==> config.mk <==
export PLATFORM = sky130hd
export DESIGN_NAME = vga_timing_gen
export DESIGN_NICKNAME = d
export VERILOG_FILES = /design/src/rtl/vga_pkg.sv /design/src/rtl/sync_delay_line.sv /design/src/rtl/vga_timing_gen.sv
export SDC_FILE = /design/constraint.sdc
export NUM_CORES = 1
export LEC_CHECK = 0
export CORE_MARGIN = 8
export CORE_UTILIZATION = 53
export CTS_BUF_LIST = sky130_fd_sc_hd__clkbuf_4
export DETAILED_ROUTE_END_ITERATION = 8
export PLACE_DENSITY = 0.82
export SKIP_CTS_REPAIR_TIMING = 1
export SLEW_MARGIN = 20
export SYNTH_ARGS = -nofsm -noshare
export SYNTH_HDL_FRONTEND = slang
export SYNTH_SLANG_ARGS = --single-unit
==> constraint.sdc <==
create_clock -name vga_clk -period 2.75 [get_ports vga_clk]
set_input_delay 0.275 -clock vga_clk [delete_from_list [all_inputs] [get_ports vga_clk]]
set_output_delay 0.275 -clock vga_clk [all_outputs]
set_load 0.05 [all_outputs]
==> src/rtl/vga_pkg.sv <==
// Default 640x480@60 raster timing, shared by the timing generator and the renderers.
package vga_pkg;

   localparam int H_VISIBLE = 640;
   localparam int H_FRONT   = 16;
   localparam int H_SYNC    = 96;
   localparam int H_BACK    = 48;
   localparam int H_TOTAL   = H_VISIBLE + H_FRONT + H_SYNC + H_BACK;

   localparam int V_VISIBLE = 480;
   localparam int V_FRONT   = 10;
   localparam int V_SYNC    = 2;
   localparam int V_BACK    = 33;
   localparam int V_TOTAL   = V_VISIBLE + V_FRONT + V_SYNC + V_BACK;

   // Idle value of the {hs, vs, blank} sideband: syncs inactive, pixel dark.
   localparam logic [2:0] SYNC_IDLE = 3'b110;

endpackage

==> src/rtl/sync_delay_line.sv <==
// Fixed-depth shift register with a reset value; aligns sideband signals
// with a pipelined datapath. DEPTH of 0 is a plain wire.
module sync_delay_line #(
   parameter int                WIDTH   = 3,
   parameter int                DEPTH   = 2,
   parameter logic [WIDTH-1:0]  RST_VAL = '0
) (
   input  logic             vga_clk,
   input  logic             reset_n,
   input  logic [WIDTH-1:0] din,
   output logic [WIDTH-1:0] dout
);

   if (DEPTH == 0) begin : g_pass
      assign dout = din;
   end else begin : g_pipe
      logic [WIDTH-1:0] stage_q [DEPTH];

      always_ff @(posedge vga_clk) begin
         if (!reset_n) begin
            for (int i = 0; i < DEPTH; i++) stage_q[i] <= RST_VAL;
         end else begin
            stage_q[0] <= din;
            for (int i = 1; i < DEPTH; i++) stage_q[i] <= stage_q[i-1];
         end
      end

      assign dout = stage_q[DEPTH-1];
   end

endmodule

==> src/rtl/vga_timing_gen.sv <==
// Free-running raster counter with undelayed pixel position/blank for the
// renderers and pipeline-aligned HS/VS/blank for the monitor side.
module vga_timing_gen
   import vga_pkg::*;
#(
   parameter int H_VISIBLE = vga_pkg::H_VISIBLE,
   parameter int H_FRONT   = vga_pkg::H_FRONT,
   parameter int H_SYNC    = vga_pkg::H_SYNC,
   parameter int H_BACK    = vga_pkg::H_BACK,
   parameter int V_VISIBLE = vga_pkg::V_VISIBLE,
   parameter int V_FRONT   = vga_pkg::V_FRONT,
   parameter int V_SYNC    = vga_pkg::V_SYNC,
   parameter int V_BACK    = vga_pkg::V_BACK,
   parameter int PIPE_DLY  = 2
) (
   input  logic       vga_clk,
   input  logic       reset_n,
   output logic [9:0] DrawX,
   output logic [9:0] DrawY,
   output logic       blank,
   output logic       hs,
   output logic       vs,
   output logic       blank_d,
   output logic       line_end,
   output logic       frame_end,
   output logic [7:0] frame_count
);

   localparam int H_TOT = H_VISIBLE + H_FRONT + H_SYNC + H_BACK;
   localparam int V_TOT = V_VISIBLE + V_FRONT + V_SYNC + V_BACK;

   localparam logic [9:0] H_VIS_LIM = 10'(H_VISIBLE);
   localparam logic [9:0] H_LAST    = 10'(H_TOT - 1);
   localparam logic [9:0] HS_START  = 10'(H_VISIBLE + H_FRONT);
   localparam logic [9:0] HS_END    = 10'(H_VISIBLE + H_FRONT + H_SYNC);
   localparam logic [9:0] V_VIS_LIM = 10'(V_VISIBLE);
   localparam logic [9:0] V_LAST    = 10'(V_TOT - 1);
   localparam logic [9:0] VS_START  = 10'(V_VISIBLE + V_FRONT);
   localparam logic [9:0] VS_END    = 10'(V_VISIBLE + V_FRONT + V_SYNC);

   logic [9:0] hc, vc;
   logic [9:0] hc_nxt, vc_nxt;
   logic       frame_end_nxt;
   logic       hs_raw, vs_raw;
   logic [2:0] sync_dly;

   always_comb begin
      hc_nxt = hc + 10'd1;
      vc_nxt = vc;
      if (hc == H_LAST) begin
         hc_nxt = '0;
         vc_nxt = (vc == V_LAST) ? '0 : vc + 10'd1;
      end
   end

   assign frame_end_nxt = (hc_nxt == H_LAST) && (vc_nxt == V_LAST);

   // Flags are loaded from the next-state counts so they change with DrawX/DrawY.
   always_ff @(posedge vga_clk) begin
      if (!reset_n) begin
         hc          <= '0;
         vc          <= '0;
         blank       <= 1'b1;
         line_end    <= 1'b0;
         frame_end   <= 1'b0;
         frame_count <= '0;
      end else begin
         hc        <= hc_nxt;
         vc        <= vc_nxt;
         blank     <= (hc_nxt < H_VIS_LIM) && (vc_nxt < V_VIS_LIM);
         line_end  <= (hc_nxt == H_LAST);
         frame_end <= frame_end_nxt;
         if (frame_end_nxt) frame_count <= frame_count + 8'd1;
      end
   end

   assign hs_raw = !((hc >= HS_START) && (hc < HS_END));
   assign vs_raw = !((vc >= VS_START) && (vc < VS_END));

   sync_delay_line #(
      .WIDTH   (3),
      .DEPTH   (PIPE_DLY),
      .RST_VAL (SYNC_IDLE)
   ) u_sync_dly (
      .vga_clk (vga_clk),
      .reset_n (reset_n),
      .din     ({hs_raw, vs_raw, blank}),
      .dout    (sync_dly)
   );

   assign {hs, vs, blank_d} = sync_dly;
   assign DrawX = hc;
   assign DrawY = vc;

endmodule
Figure 1. Metal 2.
Bar = 20 µm. Cells faint in the background.
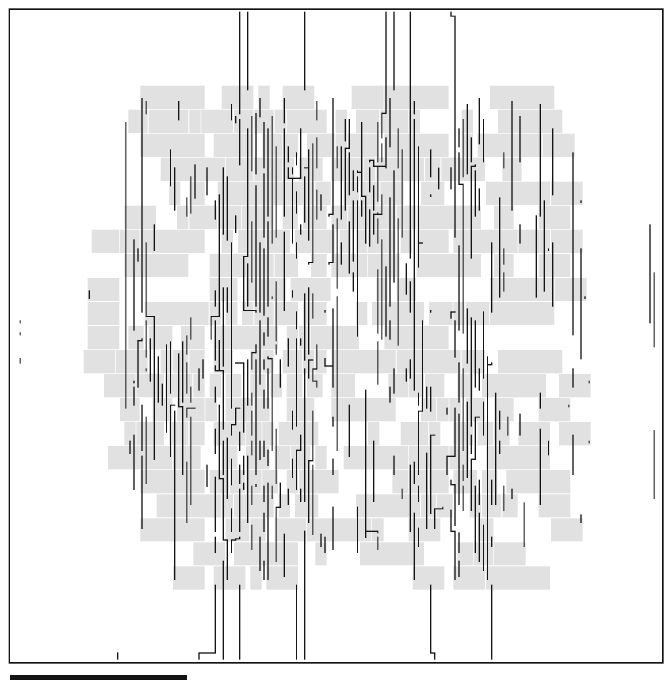
nets with wire on the layer: 209
longest straight run: 32.3 µm
wire length on this layer: 1,950 µm
share of all routed wire: 48%
main direction: vertical
met2 routing resource usage after global routing: 26.1%
routed via count: 1,606
wire length after detailed routing: 4070 µm

Figure 2. Zoomed window.
Bar = 10 µm. Region (17, 2) to (57, 42) µm. Cells in grey, sequential cells in the stronger grey; small squares are vias.
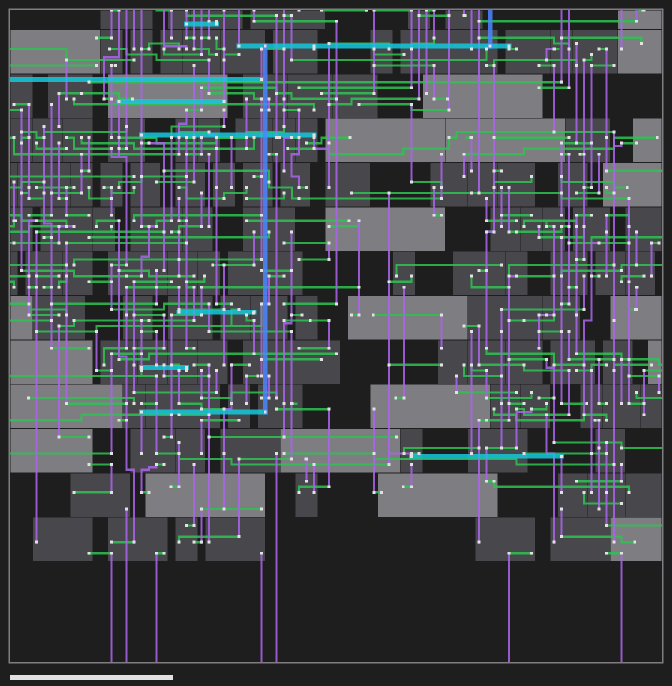
| colour | layer |
|---|---|
| green | met1 |
| cyan | met3 |
| purple | met2 |
| blue | met4 |
netlist names of flops here include: `DrawY` (8), `frame_count` (4)
cells with their middle in the window: 122
most frequent: dfxtp_1 (14), nand2_1 (12), a21oi_1 (11)
sequential cells in the window: 14

==> job_summary.md <==
### Yosys + OpenROAD results

| Metric | Value |
|---|---|
| Mapped Avg Cell Area | `8.68 µm²` |
| DRC viols | `0` |
| Flop share of the area | `32.7%` |
| Final core utilization | `69.0%` |
| Combinational power share | `5.0%` |
| Final HPWL from detailed placement | `a little over 3000 µm` |
| Insertion delay of the later-clocked pin in the worst-skew pair | `0.34 ns` |
| Chip area estimate from yosys synthesis | `1770 µm²` |
| Worst setup path category | `reg2reg` |
| Slew HR | `62.8%` |
| Post-synth cell types | `42` |
| Cell count after synthesis | `approximately 200` |
| WL met2 | `1950 µm` |
| Nets | `253` |
| Power in the clock group | `367 µW` |
| Worst-case clock skew | `about 0.013 ns` |
| Largest net degree at the start of global routing | `17` |
| Top cell types by occurrence after synthesis | `sky130_fd_sc_hd__dfxtp_1 (37), sky130_fd_sc_hd__nand2_1 (19), sky130_fd_sc_hd__nor2_1 (19), sky130_fd_sc_hd__a21oi_1 (12), sky130_fd_sc_hd__o21ai_0 (11)` |
| Total design power | `965 µW` |
| Cell with the largest stage delay on the worst path | `sky130_fd_sc_hd__or4_1` |
| Post-synth EDFFs | `0` |
| Number of logic gates | `148` |
| Comb power | `47.8 µW` |
| Layout buffering overhead excluding clock cells | `around 18%` |
| Mux frac, synth | `less than 1%` |
| Sequential cell area | `741 µm²` |
| Cell group occupying the most layout area | `multi-input combinational cells` |
| Htree depth | `2` |
| Simple Share, Synth | `30.0%` |
| Switching Share | `a little under a quarter` |
| Final standard cell count with taps included and fillers excluded | `291` |
| Clock root buffer | `sky130_fd_sc_hd__clkbuf_4` |
| Sum of negative setup slack | `0 ns` |
| Tool warnings | `31` |
| Cell total after placement | `283` |
| Register share after synthesis | `41.8%` |
| Total of flip-flops plus latches after synthesis | `37` |
| Commonest cells after routing, fill and taps aside | `sky130_fd_sc_hd__dfxtp_1 (37), sky130_fd_sc_hd__clkdlybuf4s50_1 (35), sky130_fd_sc_hd__nand2_1 (19), sky130_fd_sc_hd__nor2_1 (19), sky130_fd_sc_hd__a21oi_1 (12)` |
| Cell count in the Yosys report | `204` |
| Clock edge transition at the registers on the reported setup and hold paths | `about 0.12 ns` |
| Number of violations reported at the end of detailed-routing iteration 0 | `215` |
| Max Root-Sink Buffers | `2` |
| Count of input and output buffers | `35` |
| Share of async-settable or async-resettable flops after synthesis | `0%` |
| Maximum clock frequency | `between 0.3 and 0.4 GHz` |
| Dominant delay contributor by cell family on the critical path | `simple AND/OR/NAND/NOR gates` |
| Fraction of the mapped netlist area in compound gates | `12.9%` |
| Worst Hold Margin | `about 0.43 ns` |
| Tcrit/Tclk final | `94.5%` |
| First-pass iteration count of the detailed router | `4` |
| Cell leakage power | `0.000815 µW` |
| Via count of the first global-routing pass | `1,474` |
| Count of clock tree sinks | `37` |
| Power per cell area | `about 430 nW/µm²` |
| Gp weighted congestion | `0.869` |
| Slew Limit Fails | `0` |
| Number of maximum-capacitance violations | `0` |
| Nets at Floorplan | `213` |
| Tap Count | `approximately 46` |
| Post-route minimum period | `around 2.6 ns` |
| First-pass GRT wire length | `6840 µm` |
| Sequential cell power | `550 µW` |
| Standard cell area after detailed placement | `2190 µm²` |
| Largest Pwr Group | `sequential cells` |
| Cells along the critical path | `ha_1 -> and4_1 -> a41o_1 -> o21ai_0 -> nand4bb_2 -> or4_1 -> a21oi_1` |
| Largest fanout of any net on the critical path | `12` |
| Number of routed nets with antenna violations | `0` |
| Inserted Diodes | `0` |
| Number of antenna violations at the first check in global routing | `0` |
| Floorplan core area | `3280 µm²` |
| Final-report setup violation count | `0` |
| Run status | `completed` |
| Worst Path Arrival | `2.89 ns` |
| Top routing layer in use | `met4` |
| Sequential share of power | `57.0%` |
| Area of the mapped netlist | `1770 µm²` |
| Switching power of the nets | `219 µW` |
| Synthesis Warnings | `0` |
| Cell type contributing the most total cell area after synthesis | `sky130_fd_sc_hd__dfxtp_1` |
| Layout fillers | `266` |
| Non-clock buffers | `43` |
| Internal portion of total power | `745 µW` |
| CTS Buf Count | `5` |
| Most frequent cell after synthesis | `sky130_fd_sc_hd__dfxtp_1` |
| Clock buf count | `5` |
| Area share, top type | `41.8%` |
| Crit path capture type | `register` |
| Pre-CTS setup slack | `0.182 ns` |
| Kind of launch point of the worst setup path | `register` |
| Unrepaired setup endpoints after global routing | `no` |
| Combinational gate area | `946 µm²` |
| Crit path required time | `3.04 ns` |
| Die Ht | `73.8 µm` |
| Global-route total usage across every layer | `16.2%` |
| Most common logic cell in the routed design | `sky130_fd_sc_hd__dfxtp_1` |
| Area of the die | `5450 µm²` |
| Sum of routed wire segments on met1 | `1790 µm` |
| Remaining global-route overflow | `0` |
| Transition time at the pin with the least slew margin | `around 0.55 ns` |
| Die Width | `73.8 µm` |
| Combinational fraction of the cell area | `41.7%` |
| Number of hold violations in the final report | `0` |
| Fraction of power consumed by the clock network | `38.1%` |
| Number of vias per cell | `between 5 and 6` |
| Number of signal-net inverters in the final layout | `9` |
| Post-synth top flop | `sky130_fd_sc_hd__dfxtp_1` |
| Number of cell rows | `21` |
| Xor/xnor cell area share of the yosys netlist | `4.95%` |
| TritonCTS clock tree | `yes` |
| WP buf/inv | `0` |
| Post-route cell area | `2270 µm²` |
| Sequential cell count | `37` |
| Clock network share of area | `3.48%` |
| Dominant kind of combinational cell | `simple AND/OR/NAND/NOR gates` |
| Init Core Util | `53.9%` |
| Detailed-routed wire length on met3 | `255 µm` |
| Most area-consuming cells after synthesis | `sky130_fd_sc_hd__dfxtp_1 (42%), sky130_fd_sc_hd__ha_1 (4.9%), sky130_fd_sc_hd__nand2_1 (4.0%)` |
| Layout area overhead | `28.1%` |
| Class of the tightest hold or removal check | `reg2reg` |
| Adder and majority gate portion of the synthesized area | `a little under 5%` |
| Top-Level Pins | `36` |
| Final WS setup | `0.151 ns` |
| Share of post-route cells with drive strength above 1 | `between 8 and 9%` |
| Maximum cell stage delay along the critical path | `0.59 ns` |
| Peak supply drop | `0.280 mV` |
Figure 3. The metal 1 layer.
Bar = 20 µm. Supply wires on this layer in grey. Cells faint in the background.
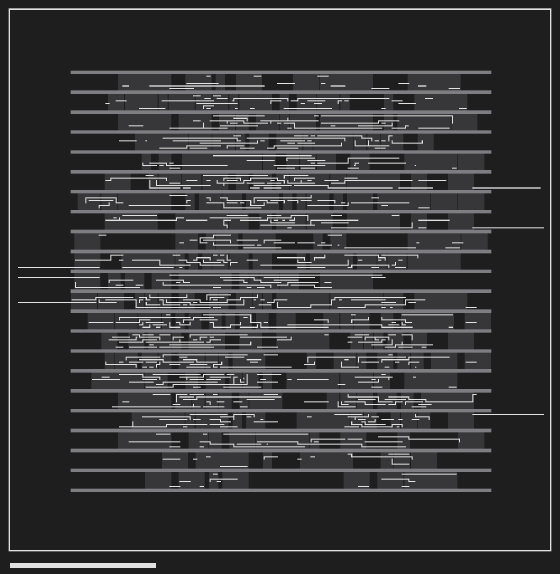
main direction: horizontal
nets with wire on the layer: 225
wire length on this layer: 1,790 µm
longest straight run: 29.0 µm
share of all routed wire: 44%
GR Layer Usage met1: 18.7%

Figure 4. Congestion heat map.
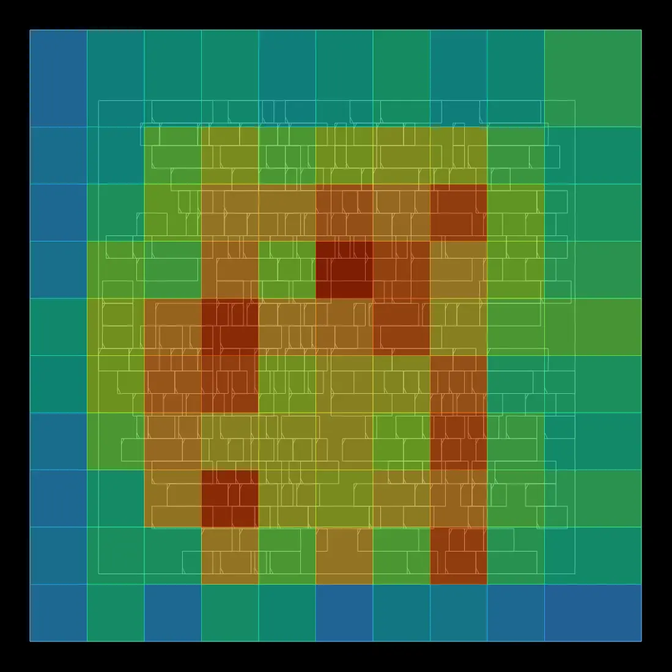
drt wl/cell: 14.0 µm
global-route track usage on met3: 6.00%
grt peak-use layer: met2

[sequential cells by signal, indices dropped and copies added (netlist names)]
| register | flops |
|---|---|
| DrawX | 10 |
| DrawY | 10 |
| frame_count | 8 |
| u_sync_dly.g_pipe.stage_q | 6 |
| blank | 1 |
| frame_end | 1 |
| line_end | 1 |
[path summary, 6_finish.rpt]
| check | start | end | slack [ns] | cells after the start |
|---|---|---|---|---|
| worst min-delay path | u_sync_dly.g_pipe.stage_q[0][1] | u_sync_dly.g_pipe.stage_q[0][4] | 0.43 | 1 |
| worst min register to register | u_sync_dly.g_pipe.stage_q[0][1] | u_sync_dly.g_pipe.stage_q[0][4] | 0.43 | 1 |
| worst max-delay path | DrawX[1] | frame_count[7] | 0.15 | 7 |
| worst max register to register | DrawX[1] | frame_count[7] | 0.15 | 7 |
Power is estimated from default activity; no workload was simulated.
